Track usage over the die:
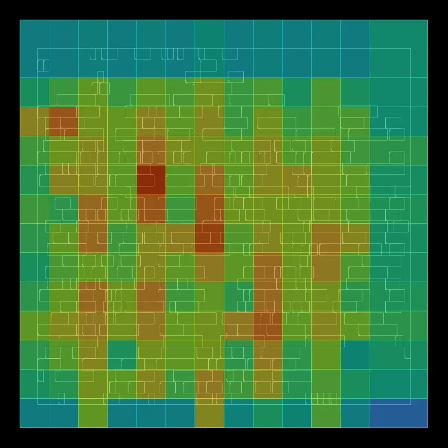
Wiring heat map:
Bar = 20 µm. The die is cut into 19 by 19 equal tiles; dark purple is low, yellow is high, scaled to the fullest tile. Values are wire area over tile area, all layers added.
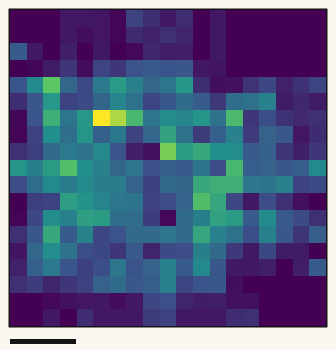
`src/rtl/door_pkg.sv`:
```
// Shared door-reporter types: event-kind codes, FSM state encoding and build-time defaults.
// Defaults for N_EX/N_IN/WORDLEN can be overridden on the command line.
`ifndef N_EX
`define N_EX 2
`endif
`ifndef N_IN
`define N_IN 1
`endif
`ifndef WORDLEN
`define WORDLEN 4
`endif

package door_pkg;

  typedef enum logic [1:0] {
    EV_ENTER_A = 2'b00,
    EV_EXIT_A  = 2'b01,
    EV_ENTER_B = 2'b10,
    EV_EXIT_B  = 2'b11
  } ev_kind_e;

  typedef enum logic {
    ST_EMPTY = 1'b0,
    ST_FULL  = 1'b1
  } state_e;

  localparam int unsigned FIELDS_PER_DOOR = 4;

endpackage

```
`src/rtl/door_reporter_if.sv`:
```
// Report channel between the door reporter and the system monitor (valid/ready handshake).
interface door_reporter_if #(
  parameter int unsigned SYS_W = 4 * `WORDLEN * (`N_EX + `N_IN)
);
  logic             sys_valid;
  logic             sys_ready;
  logic [SYS_W-1:0] system;

  modport master (output sys_valid, output system, input sys_ready);
  modport slave  (input sys_valid, input system, output sys_ready);
endinterface

```
`src/rtl/door_counter.sv`:
```
// Four per-door event accumulators with epoch clear; saturating when DOOR_REPORTER_SAT_EN
// is defined, otherwise wrapping modulo 2^WORDLEN.
module door_counter
  import door_pkg::*;
#(
  parameter int unsigned WORDLEN = `WORDLEN
) (
  input  logic                                 clk,
  input  logic                                 rst_n,
  input  logic                                 clr,
  input  logic                                 ev_valid,
  input  logic [1:0]                           ev_kind,
  output logic [FIELDS_PER_DOOR*WORDLEN-1:0]   cnt,
  output logic                                 sat_hit_c
);

  logic [WORDLEN-1:0] acc [FIELDS_PER_DOOR];
  logic [FIELDS_PER_DOOR-1:0] hit;

`ifdef DOOR_REPORTER_SAT_EN
  localparam logic [WORDLEN-1:0] CNT_MAX = '1;
`endif

  always_comb begin
    hit = '0;
    for (int k = 0; k < int'(FIELDS_PER_DOOR); k++) begin
      hit[k] = ev_valid && (ev_kind == 2'(k));
    end
  end

  // Clear takes priority; an event in the clear cycle starts the new epoch at 1.
  always_ff @(posedge clk or negedge rst_n) begin
    if (!rst_n) begin
      for (int k = 0; k < int'(FIELDS_PER_DOOR); k++) acc[k] <= '0;
    end else begin
      for (int k = 0; k < int'(FIELDS_PER_DOOR); k++) begin
        if (clr) begin
          acc[k] <= hit[k] ? WORDLEN'(1) : '0;
`ifdef DOOR_REPORTER_SAT_EN
        end else if (hit[k] && (acc[k] != CNT_MAX)) begin
`else
        end else if (hit[k]) begin
`endif
          acc[k] <= acc[k] + WORDLEN'(1);
        end
      end
    end
  end

`ifdef DOOR_REPORTER_SAT_EN
  assign sat_hit_c = ev_valid && !clr && (acc[ev_kind] == CNT_MAX);
`else
  assign sat_hit_c = 1'b0;
`endif

  assign cnt = {acc[EV_ENTER_A], acc[EV_EXIT_A], acc[EV_ENTER_B], acc[EV_EXIT_B]};

endmodule

```
`src/rtl/door_reporter.sv`:
```
// Epoch-based door event reporter: counts per-door events and hands a snapshot to the monitor
// over a valid/ready channel. Optional saturation via macro DOOR_REPORTER_SAT_EN.
module door_reporter
  import door_pkg::*;
#(
  parameter int unsigned N_EX    = `N_EX,
  parameter int unsigned N_IN    = `N_IN,
  parameter int unsigned WORDLEN = `WORDLEN
) (
  input  logic                clk,
  input  logic                rst_n,
  input  logic [N_EX-1:0]     ev_valid,
  input  logic [2*N_EX-1:0]   ev_kind,
  input  logic                epoch_tick,
  door_reporter_if.master     bus,
  output logic                sat
);

  localparam int unsigned DOOR_W = FIELDS_PER_DOOR * WORDLEN;
  localparam int unsigned EX_W   = DOOR_W * N_EX;
  localparam int unsigned SYS_W  = DOOR_W * (N_EX + N_IN);

  state_e            state_q, state_d;
  logic              pend_q, pend_d;
  logic              snap_c;
  logic [EX_W-1:0]   acc_flat;
  logic [EX_W-1:0]   sys_ex;
  logic [N_EX-1:0]   sat_hits;

  for (genvar g = 0; g < int'(N_EX); g++) begin : g_door
    door_counter #(.WORDLEN(WORDLEN)) u_cnt (
      .clk       (clk),
      .rst_n     (rst_n),
      .clr       (snap_c),
      .ev_valid  (ev_valid[g]),
      .ev_kind   (ev_kind[2*g +: 2]),
      .cnt       (acc_flat[DOOR_W*g +: DOOR_W]),
      .sat_hit_c (sat_hits[g])
    );
  end

  always_ff @(posedge clk or negedge rst_n) begin
    if (!rst_n) begin
      state_q <= ST_EMPTY;
      pend_q  <= 1'b0;
    end else begin
      state_q <= state_d;
      pend_q  <= pend_d;
    end
  end

  // A tick seen while FULL (including the handshake cycle) is deferred to the first EMPTY cycle.
  always_comb begin
    state_d = state_q;
    pend_d  = pend_q;
    snap_c  = 1'b0;
    case (state_q)
      ST_EMPTY: begin
        if (epoch_tick || pend_q) begin
          snap_c  = 1'b1;
          pend_d  = 1'b0;
          state_d = ST_FULL;
        end
      end
      ST_FULL: begin
        if (epoch_tick)    pend_d  = 1'b1;
        if (bus.sys_ready) state_d = ST_EMPTY;
      end
      default: state_d = ST_EMPTY;
    endcase
  end

  always_ff @(posedge clk or negedge rst_n) begin
    if (!rst_n) begin
      sys_ex <= '0;
      sat    <= 1'b0;
    end else begin
      if (snap_c)    sys_ex <= acc_flat;
      if (|sat_hits) sat    <= 1'b1;
    end
  end

  assign bus.sys_valid = (state_q == ST_FULL);
  assign bus.system    = SYS_W'(sys_ex);

endmodule

```
`src/flat_wrapper.sv`:
```
// flat-port wrapper written by rule: the top's interface ports become plain ports
module door_reporter_flat import door_pkg::*;
#(
  parameter int unsigned N_EX    = `N_EX,
  parameter int unsigned N_IN    = `N_IN,
  parameter int unsigned WORDLEN = `WORDLEN
)
  (clk, rst_n, ev_valid, ev_kind, epoch_tick, sat, bus_sys_valid, bus_system, bus_sys_ready);
  door_reporter_if #(.SYS_W((48))) bus_i ();
  input  logic clk;
  input  logic rst_n;
  input  logic [N_EX-1:0] ev_valid;
  input  logic [2*N_EX-1:0] ev_kind;
  input  logic epoch_tick;
  output logic sat;
  output wire logic [$bits(bus_i.sys_valid)-1:0] bus_sys_valid;
  output wire logic [$bits(bus_i.system)-1:0] bus_system;
  input wire logic [$bits(bus_i.sys_ready)-1:0] bus_sys_ready;
  assign bus_sys_valid = bus_i.sys_valid;
  assign bus_system = bus_i.system;
  assign bus_i.sys_ready = bus_sys_ready;
  door_reporter #(.N_EX(N_EX), .N_IN(N_IN), .WORDLEN(WORDLEN)) u_core (.clk(clk), .rst_n(rst_n), .ev_valid(ev_valid), .ev_kind(ev_kind), .epoch_tick(epoch_tick), .bus(bus_i), .sat(sat));
endmodule
```
`config.mk`:
```
export PLATFORM = sky130hd
export DESIGN_NAME = door_reporter_flat
export DESIGN_NICKNAME = d
export VERILOG_FILES = /design/src/rtl/door_pkg.sv /design/src/rtl/door_reporter_if.sv /design/src/rtl/door_counter.sv /design/src/rtl/door_reporter.sv /design/src/flat_wrapper.sv
export SDC_FILE = /design/constraint.sdc
export NUM_CORES = 1
export LEC_CHECK = 0
export CORE_MARGIN = 4
export CORE_UTILIZATION = 40
export CTS_BUF_LIST = sky130_fd_sc_hd__clkbuf_8
export CTS_CLUSTER_SIZE = 40
export DETAILED_ROUTE_END_ITERATION = 7
export PLACE_DENSITY = 0.63
export SLEW_MARGIN = 10
export SYNTH_ARGS = -nofsm -noshare
export SYNTH_HDL_FRONTEND = slang
export SYNTH_HIERARCHICAL = 1
export SYNTH_SLANG_ARGS = --single-unit
```
`constraint.sdc`:
```
create_clock -name clk -period 3.26 [get_ports clk]
set_clock_uncertainty 0.15 [all_clocks]
set_input_delay 0.489 -clock clk [delete_from_list [all_inputs] [get_ports clk]]
set_output_delay 0.489 -clock clk [all_outputs]
set_load 0.005 [all_outputs]
```
==> results.txt <==
Quick summary of the implementation run below.

The endpoint kind of the worst setup timing path is an output pin. The maximum achievable frequency came out at 0.5293 GHz. The data required time of the worst path came out at 2620 ps. The total cells reported by yosys after synthesis is 235.

Entering global routing, the biggest net connects 39 pins. Counting every instance in the synthesized netlist gives 235. The slowest stage of the critical path belongs to the cell clkdlybuf4s50_1.

Of the post-synthesis cell area, the dominant cell type holds 53.56%. Looking at the VDD voltage map, the peak drop is 0.3345 mV. The cell resize tally after clock tree synthesis came out at 0. The detailed router placed 1829 vias in this run.

Per the repair_timing log after CTS, setup buffers inserted total 0. After synthesis, the mean cell area works out to 13.32 µm². The number of enable flip-flop cells is 0. Of the combinational cells, the family taking the most area is multiplexers. The placeable core region came out at 7447 µm². Dividing the detail-routed wire length by the instance count gives 13.53 µm. Grouping stages by cell kind, the critical path spends the most delay in buffers and inverters.

The insertion delay at the late pin of the worst-skew pair is 330 ps. For this run, the script counts the antenna cells in the layout as 0. The power density over the cells came out at 589.2 nW/µm².

After clock tree synthesis, the flow added hold-fix buffers numbering 0. The total number of H-tree levels came out at 3. The xor and xnor area share after synthesis came out at 4.476%.

STA classifies the critical path startpoint as a register. The maximum fanout encountered on the critical timing path came out at 5. The number of buffers added by the clock tree synthesis step came out at 9. Setup repair after global routing left no endpoint under its margin. The sequential share of the synthesized area is 53.56%. TritonCTS built the clock tree. For this block, the initial DRC count from the detailed router was 45. The leakage power of the design came out at 1.838 nW. The combined area of all synthesized cells is 3131 µm². Of all cell types, the one taking the most synthesized area is dfrtp_1. The signal arrival time at the worst endpoint is 1250 ps. The area occupied by multi-input gates is 1330 µm².

The post-synthesis register bit count is 67. The number of antenna violations at the first check in global routing is 0. The area taken by flip-flops and latches is 1677 µm². The proportion of synthesized flip-flops having asynchronous set or reset is 100.0%. The via count of the first global-routing pass is 1911. The post-layout net count is 304.

The post-synthesis simple-gate area fraction is 11.47%. RePlAce ended its routability-driven mode at a weighted congestion of 0.7412. The yosys synthesis warning count is 6. The first global-routing pass estimated 9039 µm of wire. The total tool warning count came out at 26. Looking at the reg2reg group, the worst path starts from u_core/bus.sys_valid$_DFF_PN0_. The type of the most critical hold path is in -> async.

The largest buffer count on any clock path is 2. After synthesis, the most frequently instantiated cells are dfrtp_1, mux2_4, buf_4, nor2_1, xnor2_1. The final timing report lists a max-slew violation count of 0. For this run the top cell type by instance count after synthesis was dfrtp_1. The number of buffers and inverters on the critical path came out at 1. The number of design rule violations left after detail routing is 0. The run finished with clean final reports. The dominant register cell in the synthesized netlist is dfrtp_1.

60 I/O pins were placed. The initialized floorplan defines 31 standard-cell rows. After filler insertion, the fill cell instance count of the layout stands at 681.

The stat command in Yosys gives a chip area of 3131 µm². The die extent in y came out at 96.47 µm. The gate-level netlist out of Yosys references 28 unique cell types. Summed over all failing endpoints, the final setup total negative slack is 0 ps. Summing all multiplexer cells gives an area fraction of 18.27%. The worst pin sits at a relative slew slack of 44.81%. The final wirelength came out at 5264 µm. Looking at the worst setup and hold paths, the clock pins of their registers show a slew of 70 ps. The routed design shows a via density per instance of 4.702. The layout cell share with drive strength beyond 1 came out at 18.28%. Listed in order, past its start point the critical path passes clkdlybuf4s50_1. For this run, the slowest stage of the critical path takes 520 ps. The kind of critical path is reg -> out. Global routing finished with a remaining overflow of 0. The clock sink count is 67.

The final standard cell count with taps included and fillers excluded is 389. The share of synthesized cell area in full adder, half adder and majority cells is 3.197%. Input and output buffers added on the ports amount to 43. The antenna violation net count after detailed routing came out at 0. The number of iterations in the first detailed-routing pass came out at 4. The signed area change from the synthesized netlist to the final layout is 20.50%. Endpoints with negative setup slack in the final report add up to 0. The worst register-to-register path has a depth of 5. The floorplan step defined a die boundary enclosing 9306 µm².

At the floorplan stage, the core utilization is reported as 42.04%. Global routing consumed, over all layers together, 12.72% of the routing resources. The pin slew with the least headroom to its limit is 827.8 ps. The clock root buffer is clkbuf_8. The cell count after placement is 374. The number of maximum-capacitance constraint violations came out at 0.
## Picture notes: 'track usage over the die'
global routing met2 resource utilization: 19.94%
Util after Layout: 50.66%
met1 Resource Use GR: 15.99%
most utilized layer in the global route result: met2

## Picture notes: 'wiring heat map'
emptiest ninth of the die: north-east
fullest tile: 0.39
nearly empty tiles: 18%
tiles over half the peak: 9.1%
mean over tiles: 0.089

-- metal layers --
layer  share of wire [%]  global-route usage, %  wire [µm]
met3                 5.8                  4.957        304
met5                   0                      0          0
met1                  46                  15.99       2399
met2                  48                  19.94       2502
met4                 1.1                  4.556         58
-- kinds of logic (layout without fill, tap and decap cells) --
group	Yosys count	in the layout
AOI/OAI and AO/OA	15	15
xor gates and xnor gates	16	16
adders and majority gates	8	8
buffers and inverters	24	64
DFF	67	67
muxes	42	42
other	3	18
and+or+nand+nor	60	60
-- how the worst max path moves through the flow --
stage                              startpoint                                    endpoint  slack, ps  cells after the start
6_report       u_core/bus.sys_valid$_DFF_PN0_                               bus_sys_valid       1370                      1
5_1_grt        u_core/bus.sys_valid$_DFF_PN0_                               bus_sys_valid       1300                      1
4_1_cts        u_core/bus.sys_valid$_DFF_PN0_                               bus_sys_valid       1350                      1
3_5_place_dp                      ev_valid[1]  u_core/g_door[1].u_cnt/cnt[15]$_DFFE_PN0P_       1100                      4
3_3_place_gp                      ev_valid[0]  u_core/g_door[0].u_cnt/cnt[15]$_DFFE_PN0P_       1120                      4
2_1_floorplan  u_core/bus.sys_valid$_DFF_PN0_  u_core/g_door[0].u_cnt/cnt[10]$_DFFE_PN0P_       1580                      5
-- through the flow --
step | worst slack (ps) | total power (W) | hold slack, ps | area [µm²]
3_5_place_dp | 1102 | 0.001624 | 321.1 | 3597
4_1_cts | 1346 | 0.002265 | 126.9 | 3772
6_report | 1371 | 0.002223 | 100.9 | 3772
5_1_grt | 1301 | 0.002370 | 172.9 | 3772
2_1_floorplan | 1580 | 0.001385 | 43.41 | 3187
3_3_place_gp | 1125 | 0.001612 | 306.6 | 3597
-- power breakdown --
group	switching, W	internal [W]	total, W	leakage [nW]
Combinational	0.000191	0.000337	0.000529	0.834
Sequential	0.000103	0.000964	0.00107	0.902
Clock	0.000288	0.000338	0.000627	0.103
-- layout make-up --
cell class	instances	area share, %
clock buffers	9	3.284
multi-input cells	159	35.26
flip-flops and latches	67	44.44
clock inverters	6	1.360
well taps	99	3.284
inverters	1	0.09950
repair buffers	48	12.27
-- cells in the final DEF, fill, tap and decap left out, types with 7 or more instances in the layout --
master           instances
or3_1                    7
conb_1                  18
nand3_1                  8
nor2b_1                  8
mux2i_1                  8
a21oi_1                  7
mux2_4                  29
clkdlybuf4s50_1         42
dfrtp_1                 67
ha_1                     8
nor2_1                  18
xnor2_1                 10
clkbuf_8                 9
-- flip-flops by register name, summed over array words and instances (netlist names) --
signal / flops
u_core/g_door.u_cnt/cnt: 32
u_core/sys_ex: 32
u_core/sat: 1
u_core/pend_q: 1
u_core/bus.sys_valid: 1
-- worst reg2reg max path, delay by kind of cell (launching register included) --
kind            cells  cell delay, ps
compound gates      1             190
simple gates        1              90
flops               1             410
mux                 1             300
buf+inv             2             370
No activity file was given, so power comes from the tool's default toggle rates.
